==> config.mk <==
export PLATFORM = sky130hd
export DESIGN_NAME = mem_port_arbiter
export DESIGN_NICKNAME = d
export VERILOG_FILES = /design/src/rtl/mem_port_arbiter.sv
export SDC_FILE = /design/constraint.sdc
export NUM_CORES = 1
export LEC_CHECK = 0
export CAP_MARGIN = 20
export CELL_PAD_IN_SITES_DETAIL_PLACEMENT = 0
export CELL_PAD_IN_SITES_GLOBAL_PLACEMENT = 2
export CORE_ASPECT_RATIO = 1.1
export CORE_MARGIN = 8
export CORE_UTILIZATION = 29
export CTS_BUF_LIST = sky130_fd_sc_hd__clkbuf_2
export DETAILED_ROUTE_END_ITERATION = 10
export PLACE_DENSITY = 0.85
export SYNTH_ARGS = -nofsm -noshare
export SYNTH_HDL_FRONTEND = slang
export SYNTH_SLANG_ARGS = --single-unit
==> constraint.sdc <==
create_clock -name clk -period 1.9 [get_ports clk]
set_input_delay 0.19 -clock clk [delete_from_list [all_inputs] [get_ports clk]]
set_output_delay 0.19 -clock clk [all_outputs]
set_load 0.005 [all_outputs]
run_1/flops_by_reg.png
The bar under the picture is 20 um long. Other sequential cells in the stronger grey, the rest of the logic in the fainter grey.
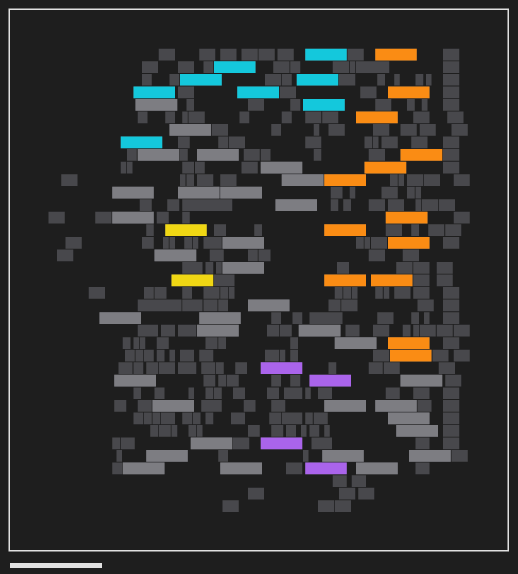
Cyan stands for f_rdata, sequential cells 8, where north. Orange stands for mem_addr, sequential cells 13. Purple stands for starve_cnt_q, sequential cells 4, where south. Yellow stands for state_q, sequential cells 2.
flip-flop and latch share of the layout cell area: 0.384
Post-Route Utilization: 0.431
Seq. pwr: 1.92 mW
Flop area: 0.00153 mm^2

run_1/placement.png
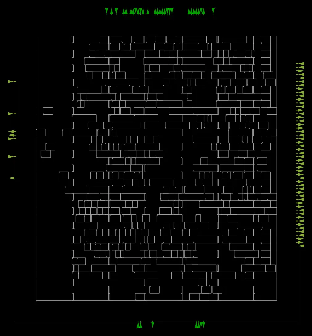
well-tap cell count: 117
core area: 0.00921 mm^2
standard-cell rows: 37

run_1/metal_density.png
22 x 23 tiles, from dark blue (low) to red (high), scaled to the fullest tile. Values are wire area over tile area, all layers added.
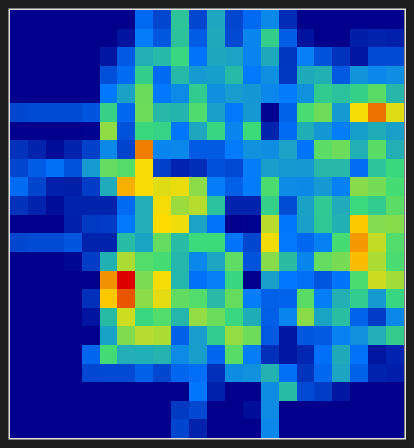
26% of the tiles are nearly empty. The mean over all tiles is 0.095. 16% of the tiles are over half the peak. The densest ninth of the die: east.
Vias: 2185
final wirelength: 7430 um
total routing resource utilization after global routing: 0.122
Routed wire per std cell: 15.9 um

==> qor_table.md, run 1 <==
| Group | Parameter | This run |
| --- | --- | --- |
| power and ir drop | PwrDens | 1200 mW/mm^2 |
| clocking | Clock-pin transition on the worst setup and hold timing paths | 180 ps |
| layout | Total inserted antenna cells | 0 |
| sta | Ratio of final minimum period to clock period | 0.894 |
| power and ir drop | Psw | 1.64 mW |
| layout | Non-clock buffers | 110 |
| logic synthesis | Top area cell types | dfrtp_1 57%, mux2i_1 5.9%, a22o_1 4.2%, o21ai_0 4.1%, nand2_1 3.3% |
| route | Highest routing layer actually used | met4 |
| logic synthesis | Cells in synth_stat.txt | 238 |
| setup path | Kind of cell adding the most delay to the critical path | flip-flops |
| setup path | Crit path DAT | 2080 ps |
| power and ir drop | Clock network power consumption | 0.788 mW |
| route | Met2 WL | 3450 um |
| global route | Global route total overflow | 0 |
| power and ir drop | Switching share of power | 0.345 |
| route | Metal3 WL | 571 um |
| floorplanning | Die Span Y | 117 um |
| global route | Wire length of the first global-routing pass | 12000 um |
| logic synthesis | Post-synthesis async set-or-reset flop share | 1.00 |
| logic synthesis | Ao+oa area frac | 0.155 |
| logic synthesis | YS warnings | 0 |
| sta | Endpoints failing hold | 0 |
| setup path | Worst path buffer plus inverter count | 0 |
| status | Status | complete, no violations |
| layout | Flip-flop count of the largest register, all copies and words added | 13 |
| sta | FMAX | 588 MHz |
## Run 2: what changed since run 1
- CELL_PAD_IN_SITES_DETAIL_PLACEMENT: 0 -> not set
- CELL_PAD_IN_SITES_GLOBAL_PLACEMENT: 2 -> not set
- CORE_MARGIN: 8 -> 2
- CORE_UTILIZATION: 29 -> 47
- SLEW_MARGIN: not set -> 20
run_2/clk_routes.png
The bar under the picture is 20 um long.
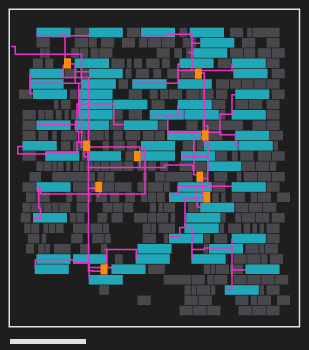
Cyan stands for flip-flops, count 61. Magenta stands for clock wires, length 672 um. Orange stands for clock drivers, count 9.
There are 10 routed clock nets. Position of the flops: spread over the die.
Latency at later pin: 450 ps
final setup skew: 16.4 ps
clock network power consumption: 0.748 mW
Clock power frac: 0.156

run_2/sizes.png
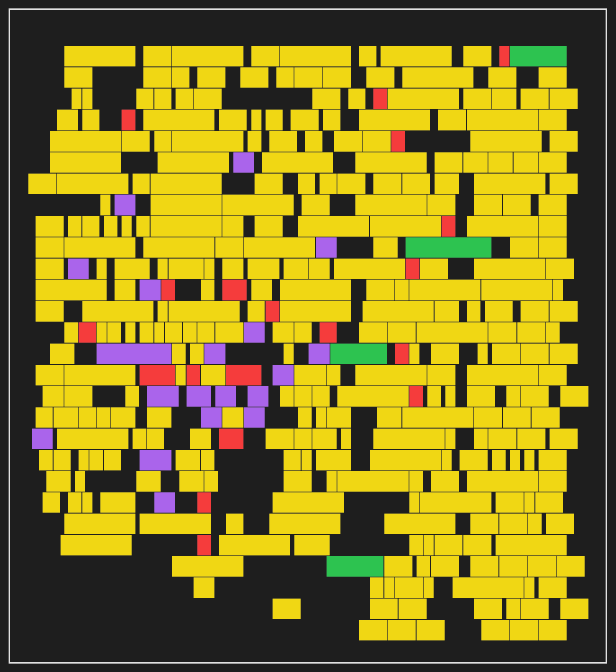
Green stands for _6 and larger, cells 4, share 1.1%, most used buf_12. Purple stands for _3 and _4 cells, cells 19, share 5.4%, most used buf_4. Red stands for _2 cells, cells 19, share 5.4%, most used clkbuf_2. Yellow stands for _0 and _1 cells, cells 309, share 88%, most used clkdlybuf4s50_1.
Area growth syn-to-layout: 45.9%
Non-clock buffers: 111
Final WS setup: 205 ps

run_2/placement.png
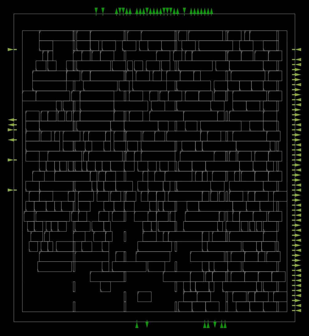
Post-Route Utilization: 0.720
flip-flops: 61
filler instances: 411

==> run 2 against run 1 <==
  * Area after synthesis did not move
  * Highest routed layer unchanged
  * Cell count down 8.8%
  * Count of clock-buffer cells in the layout up 2
  * Critical path depth is the same
==> qor_table.md, run 2 <==
| Group | Parameter | This run | Delta |
| --- | --- | --- | --- |
| status | Status | complete, no violations | unchanged |
| logic synthesis | Area figure in the yosys stat output | 0.00270 mm^2 | unchanged |
| floorplanning | Well-tap cell count | 75 | was 117 |
| setup path | Crit path DAT | 2060 ps | was 2080 ps |
| logic synthesis | Ao+oa area frac | 0.155 | unchanged |
| layout | Most frequently placed logic cells in the final layout | 93 x clkdlybuf4s50_1, 61 x dfrtp_1, 24 x nand2_1 | unchanged |
| logic synthesis | Post-synthesis async set-or-reset flop share | 1.00 | unchanged |
| global route | Met1 demand-to-capacity share in global routing | 0.277 | was 0.147 |
| route | Total iterations of the first detailed-routing run | 4 | unchanged |
| logic synthesis | Flip-flops with a built-in enable | 0 | unchanged |
| logic synthesis | Dominant cell area share | 0.566 | unchanged |
| power and ir drop | Seq. pwr | 1.92 mW | about the same |
| route | Routed wire per std cell | 15.7 um | was 15.9 um |
| clocking | Clock buffer count from CTS | 9 | unchanged |
| floorplanning | Chip Width | 76.2 um | was 108 um |
| layout | Flip-flop and latch share of the layout cell area | 0.388 | was 0.384 |
| layout | Total inserted antenna cells | 0 | unchanged |
| logic synthesis | Cells in synth_stat.txt | 238 | unchanged |
| sta | Ratio of final minimum period to clock period | 0.892 | was 0.894 |
| power and ir drop | Switching share of power | 0.336 | was 0.345 |
| route | Final wirelength | 6700 um | was 7430 um |
| logic synthesis | YS warnings | 0 | unchanged |
| global route | Total routing resource utilization after global routing | 0.224 | was 0.122 |
| place | Global placement routability congestion | 0.847 | was 0.777 |
| global route | Number of global-route vias before repair | 2262 | was 2341 |
| route | Detailed-routing wirelength on met1 | 2930 um | was 3290 um |
| power and ir drop | Psw | 1.61 mW | was 1.64 mW |
| route | Metal3 WL | 386 um | was 571 um |
| route | Highest routing layer actually used | met4 | unchanged |
| clocking | Number of H-tree levels | 3 | unchanged |
| power and ir drop | Internal power component | 3.18 mW | was 3.12 mW |
| global route | Global route total overflow | 0 | unchanged |
| floorplanning | Standard-cell rows | 28 | was 37 |
| floorplanning | Die Span Y | 83.4 um | was 117 um |
| sta | FMAX | 590 MHz | was 588 MHz |
| setup path | Worst path buffer plus inverter count | 0 | unchanged |
| place | Post-placement setup slack | 99.0 ps | was 119 ps |
| sta | Final critical-path required period | 1690 ps | was 1700 ps |
| power and ir drop | PwrDens | 1220 mW/mm^2 | was 1200 mW/mm^2 |
| route | Vias | 2195 | was 2185 |
| power and ir drop | Fraction of power consumed by combinational cells | 0.442 | was 0.429 |
| setup path | Maximum fanout count along the critical path | 8 | unchanged |
| logic synthesis | Top area cell types | dfrtp_1 57%, mux2i_1 5.9%, a22o_1 4.2%, o21ai_0 4.1%, nand2_1 3.3% | unchanged |
| clocking | Clock-pin transition on the worst setup and hold timing paths | 160 ps | was 180 ps |
| setup path | Kind of cell adding the most delay to the critical path | AND-OR/OR-AND gates | was flip-flops |
| layout | Flip-flop count of the largest register, all copies and words added | 13 | unchanged |
| route | Met2 WL | 3280 um | was 3450 um |
| global route | Wire length of the first global-routing pass | 11100 um | was 12000 um |
| sta | Endpoints failing hold | 0 | unchanged |
| layout | Flop area | 0.00153 mm^2 | unchanged |
No activity file was given, so power comes from the tool's default toggle rates.
